Fig. 1: wiring by layer
Bar = 50 microns.
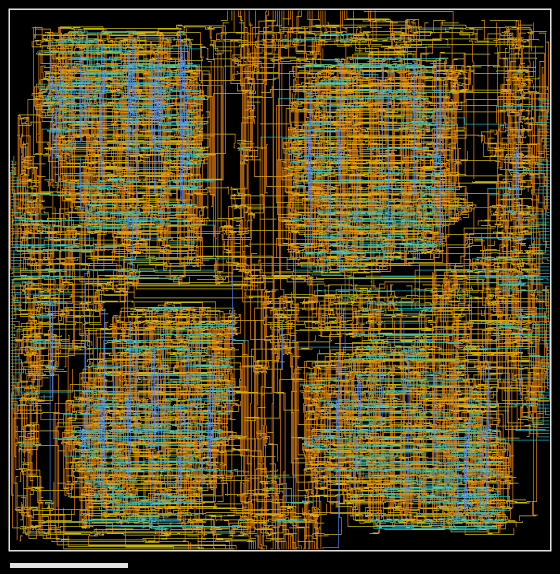
Fig. 2: routing congestion map
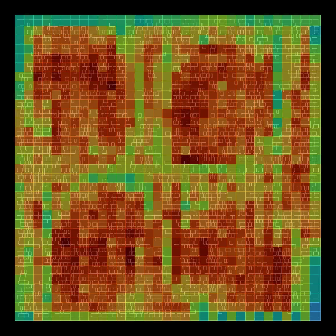
Fig. 3: placement by cell class
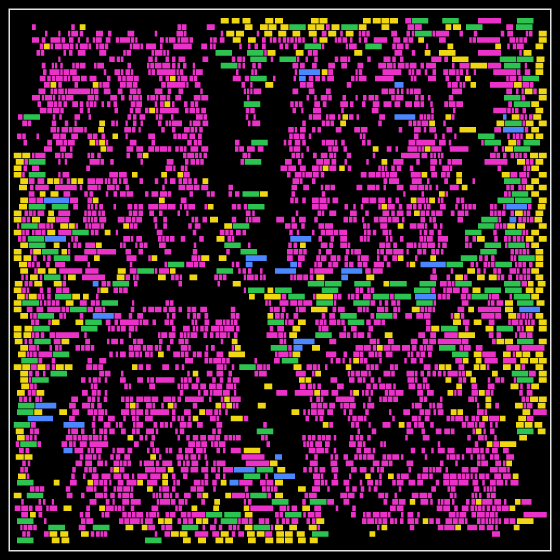
--- config.mk ---
export PLATFORM = sky130hd
export DESIGN_NAME = inv_key_expansion_flat
export DESIGN_NICKNAME = d
export VERILOG_FILES = /design/src/rtl/aes_pkg.sv /design/src/rtl/inv_key_expansion_if.sv /design/src/rtl/aes_sbox.sv /design/src/rtl/inv_key_expansion.sv /design/src/flat_wrapper.sv
export SDC_FILE = /design/constraint.sdc
export NUM_CORES = 1
export LEC_CHECK = 0
export ABC_CLOCK_PERIOD_IN_PS = 4700
export CORE_UTILIZATION = 39
export DETAILED_ROUTE_END_ITERATION = 16
export MAX_ROUTING_LAYER = met4
export PLACE_DENSITY = 0.6
export SETUP_SLACK_MARGIN = 0.4
export SLEW_MARGIN = 30
export SYNTH_ARGS = -nofsm -noshare
export SYNTH_HDL_FRONTEND = slang
export SYNTH_SLANG_ARGS = --single-unit
--- constraint.sdc ---
create_clock -name CLK -period 4.7 [get_ports CLK]
set_clock_uncertainty 0.15 [all_clocks]
set_input_delay 0.94 -clock CLK [delete_from_list [all_inputs] [get_ports CLK]]
set_output_delay 0.94 -clock CLK [all_outputs]
set_load 0.01 [all_outputs]
--- src/rtl/aes_pkg.sv ---
// Shared AES types, constants and GF(2^8) helpers.
// Used by inv_key_expansion; optional INV_KEY_MIXCOL_EN lives in the top.
package aes_pkg;

  typedef logic [0:0] state_t;

  localparam state_t IDLE = 1'b0;
  localparam state_t EMIT = 1'b1;

  localparam logic [7:0] RCON_LAST = 8'h36;
  localparam logic [7:0] RCON_INV_POLY = 8'h8D;
  localparam logic [3:0] NUM_ROUNDS = 4'd10;

  function automatic logic [7:0] xtime(
    input logic [7:0] b
  );
    return {b[6:0], 1'b0} ^ (b[7] ? 8'h1B : 8'h00);
  endfunction

  // Undo one xtime step: walks the rcon chain backwards.
  function automatic logic [7:0] rcon_inv(
    input logic [7:0] r
  );
    return (r >> 1) ^ (r[0] ? RCON_INV_POLY : 8'h00);
  endfunction

endpackage

--- src/rtl/inv_key_expansion_if.sv ---
// Handshake bundle between the reverse key schedule and its consumer.
// master drives requests and ready, slave returns the key beats.
interface inv_key_expansion_if;
  logic         start;
  logic [127:0] key_in;
  logic         out_ready;
  logic [127:0] key_out;
  logic [3:0]   round_out;
  logic         key_valid;
  logic         key_last;
  logic         busy;

  modport master (
    output start, key_in, out_ready,
    input  key_out, round_out, key_valid,
    input  key_last, busy
  );

  modport slave (
    input  start, key_in, out_ready,
    output key_out, round_out, key_valid,
    output key_last, busy
  );
endinterface

--- src/rtl/aes_sbox.sv ---
// Forward AES S-box, one byte, purely combinational.
// Byte n of the table sits at bits [2047-8n -: 8].
module aes_sbox (
  input  logic [7:0] x,
  output logic [7:0] s
);
  localparam logic [2047:0] TABLE = {
    128'h637c777bf26b6fc53001672bfed7ab76,
    128'hca82c97dfa5947f0add4a2af9ca472c0,
    128'hb7fd9326363ff7cc34a5e5f171d83115,
    128'h04c723c31896059a071280e2eb27b275,
    128'h09832c1a1b6e5aa0523bd6b329e32f84,
    128'h53d100ed20fcb15b6acbbe394a4c58cf,
    128'hd0efaafb434d338545f9027f503c9fa8,
    128'h51a3408f929d38f5bcb6da2110fff3d2,
    128'hcd0c13ec5f974417c4a77e3d645d1973,
    128'h60814fdc222a908846eeb814de5e0bdb,
    128'he0323a0a4906245cc2d3ac629195e479,
    128'he7c8376d8dd54ea96c56f4ea657aae08,
    128'hba78252e1ca6b4c6e8dd741f4bbd8b8a,
    128'h703eb5664803f60e613557b986c11d9e,
    128'he1f8981169d98e949b1e87e9ce5528df,
    128'h8ca1890dbfe6426841992d0fb054bb16
  };

  logic [10:0] idx;

  assign idx = 11'h7FF - {x, 3'b000};
  assign s = TABLE[idx -: 8];
endmodule

--- src/rtl/inv_key_expansion.sv ---
// Reverse AES-128 key schedule, emits round keys 10 down to 0.
// Define INV_KEY_MIXCOL_EN to output equivalent inverse cipher keys.
import aes_pkg::*;

module inv_key_expansion (
  input logic CLK,
  input logic reset,
  inv_key_expansion_if.slave bus
);
  state_t       state;
  logic [127:0] key;
  logic [3:0]   round;
  logic [7:0]   rcon;

  logic [31:0]  w0, w1, w2, w3;
  logic [31:0]  n1, n2, n3;
  logic [31:0]  rot, sub;
  logic [127:0] prev;
  logic         emit, xfer;

  assign {w0, w1, w2, w3} = key;
  assign n3 = w3 ^ w2;
  assign n2 = w2 ^ w1;
  assign n1 = w1 ^ w0;
  assign rot = {n3[23:0], n3[31:24]};

  for (genvar i = 0; i < 4; i++) begin : g_sub
    aes_sbox u_sbox (
      .x (rot[8*i +: 8]),
      .s (sub[8*i +: 8])
    );
  end

  assign prev = {w0 ^ sub ^ {rcon, 24'h0}, n1, n2, n3};
  assign emit = (state == EMIT);
  assign xfer = emit && bus.out_ready;

  always_ff @(posedge CLK) begin
    if (!reset) begin
      state <= IDLE;
      key   <= '0;
      round <= '0;
      rcon  <= '0;
    end else begin
      unique case (1'b1)
        !emit: begin
          if (bus.start) begin
            state <= EMIT;
            key   <= bus.key_in;
            round <= NUM_ROUNDS;
            rcon  <= RCON_LAST;
          end
        end
        xfer && round != 4'd0: begin
          key   <= prev;
          round <= round - 4'd1;
          rcon  <= rcon_inv(rcon);
        end
        xfer && round == 4'd0: state <= IDLE;
        default: ;
      endcase
    end
  end

  assign bus.round_out = round;
  assign bus.key_valid = emit;
  assign bus.busy      = emit;
  assign bus.key_last  = emit && (round == 4'd0);

`ifdef INV_KEY_MIXCOL_EN
  function automatic logic [7:0] gm(
    input logic [7:0] b,
    input logic [3:0] c
  );
    logic [7:0] x2, x4, x8;
    x2 = xtime(b);
    x4 = xtime(x2);
    x8 = xtime(x4);
    return (c[3] ? x8 : 8'h00) ^ (c[2] ? x4 : 8'h00)
         ^ (c[1] ? x2 : 8'h00) ^ (c[0] ? b : 8'h00);
  endfunction

  function automatic logic [31:0] imc(
    input logic [31:0] col
  );
    logic [7:0] a0, a1, a2, a3;
    {a0, a1, a2, a3} = col;
    return {
      gm(a0, 4'd14) ^ gm(a1, 4'd11) ^ gm(a2, 4'd13) ^ gm(a3, 4'd9),
      gm(a0, 4'd9)  ^ gm(a1, 4'd14) ^ gm(a2, 4'd11) ^ gm(a3, 4'd13),
      gm(a0, 4'd13) ^ gm(a1, 4'd9)  ^ gm(a2, 4'd14) ^ gm(a3, 4'd11),
      gm(a0, 4'd11) ^ gm(a1, 4'd13) ^ gm(a2, 4'd9)  ^ gm(a3, 4'd14)
    };
  endfunction

  logic [127:0] mixed;
  logic         raw;

  assign mixed = {imc(w0), imc(w1), imc(w2), imc(w3)};
  assign raw = (round == 4'd0) || (round == NUM_ROUNDS);
  assign bus.key_out = raw ? key : mixed;
`else
  assign bus.key_out = key;
`endif

endmodule

--- src/flat_wrapper.sv ---
// flat-port wrapper written by rule: the top's interface ports become plain ports
module inv_key_expansion_flat 
  (CLK, reset, bus_start, bus_key_in, bus_out_ready, bus_key_out, bus_round_out, bus_key_valid, bus_key_last, bus_busy);
  inv_key_expansion_if bus_i ();
  input logic CLK;
  input logic reset;
  input wire logic [$bits(bus_i.start)-1:0] bus_start;
  input wire logic [$bits(bus_i.key_in)-1:0] bus_key_in;
  input wire logic [$bits(bus_i.out_ready)-1:0] bus_out_ready;
  output wire logic [$bits(bus_i.key_out)-1:0] bus_key_out;
  output wire logic [$bits(bus_i.round_out)-1:0] bus_round_out;
  output wire logic [$bits(bus_i.key_valid)-1:0] bus_key_valid;
  output wire logic [$bits(bus_i.key_last)-1:0] bus_key_last;
  output wire logic [$bits(bus_i.busy)-1:0] bus_busy;
  assign bus_i.start = bus_start;
  assign bus_i.key_in = bus_key_in;
  assign bus_i.out_ready = bus_out_ready;
  assign bus_key_out = bus_i.key_out;
  assign bus_round_out = bus_i.round_out;
  assign bus_key_valid = bus_i.key_valid;
  assign bus_key_last = bus_i.key_last;
  assign bus_busy = bus_i.busy;
  inv_key_expansion u_core (.CLK(CLK), .reset(reset), .bus(bus_i));
endmodule
==> impl_metrics.tcl <==
# collected from the flow reports
set metrics [dict create \
    rsz0062_at_grt "false" \
    final_hold_viol_count 0 \
    post-synth-top-count-cell "nor2_1" \
    rr_worst_depth 12 \
    hpwl_mm 77.9 \
    synth_top_area_share_pct 14.1 \
    first_pass_iters 8 \
    setup_viol_count_final 0 \
    rows 82 \
    die_w_microns 229 \
    yosysChipArea_sq_um 20100 \
    status "completed" \
    viasPerCell 7.23 \
    reg2reg_slack_ns 0.44 \
    yosysWarnings 0 \
    htree_num_levels 4 \
    dieArea_sq_um 52400 \
    clock_latency_ns 0.49 \
    cts_tree "yes" \
    worstPathMaxFanout 20 \
    place_area_sq_um 23900 \
    synth_area_leader_cell "dfxtp_1" \
    port_buffers 266 \
    yosys.stat.seqShare_pct 14.1 \
]
## Picture notes: Fig. 1
[M4] blue | wire length: 6,100 microns
[M3] cyan | wire length: 14,100 microns
[M2] orange | wire length: 48.2 mm
[M1] yellow | wire length: 42.8 mm
GRT Util Overall: 42.0%
DR vias: 28,100
Total Wirelength: 111 mm
WL per Instance: 28.6 microns

## Picture notes: Fig. 2
met1 Usage GRT: 53.2%
GR peak layer: met2

## Picture notes: Fig. 3
[registers] green | cells: 141 | share of their area: 12%
[remaining buffers and delay cells] yellow | cells: 435 | share of their area: 17%
[remaining logic cells] magenta | cells: 2,604 | share of their area: 68%
[clock drivers and dummy loads] blue | cells: 32 | share of their area: 2.6%

-- metal layers --
layer	up-vias	part of all wire, %	GRT usage [%]
li1	12000	-	-
met1	13200	39	53.2
met2	2425	43	62.7
met3	507	13	10.2
met4	0	5.5	19.2
met5	-	0	-
-- cell usage in the layout, fill, tap and decap left out, types with 81 or more instances in the layout --
cell type	Yosys	layout
buf_4	13	156
o21ai_0	218	218
a21oi_1	321	321
dfxtp_1	141	141
nor2_1	349	348
nand2_1	344	343
nor3_1	126	126
nand3_1	177	177
a31oi_1	81	81
clkdlybuf4s50_1	0	266
-- state kept, by name, indices dropped and copies added (netlist names) --
register and cells:
u_core.bus.busy 1, u_core.bus.key_out 128, u_core.bus.round_out 4, u_core.rcon 8
-- layout make-up --
cell class,instances,area [sq um]
tap,672,841
antenna,4,10.0
clock buffer,17,425
timing repair buffer,435,4090
clock inverter,15,200
inverter,36,143
multi-input combinational,2568,16100
fill,5216,25900
sequential,141,2820
-- logic make-up after synthesis --
| family | Yosys count |
|---|---|
| AOI/OAI and AO/OA | 1198 |
| xor gates and xnor gates | 79 |
| adders and majority gates | 54 |
| buffers and inverters | 381 |
| DFF | 141 |
| muxes | 62 |
| and+or+nand+nor | 1175 |
-- stage by stage --
step	power (uW)	setup WS [ns]	instances
after floorplan	4550	1.02	3090
after global placement	6540	0.527	3851
after detailed placement	6470	0.534	3851
after CTS	8030	0.486	3883
after global routing	8580	0.405	3888
final	8260	0.442	3888
-- report_power, final --
group | total [uW] | switching, uW | internal, uW | leakage (uW)
registers | 1460 | 172 | 1290 | 0.00116
logic | 5270 | 3430 | 1840 | 0.00715
clock network | 1540 | 681 | 855 | 0.000307
total | 8260 | 4290 | 3980 | 0.00861
Power is estimated from default activity; no workload was simulated.
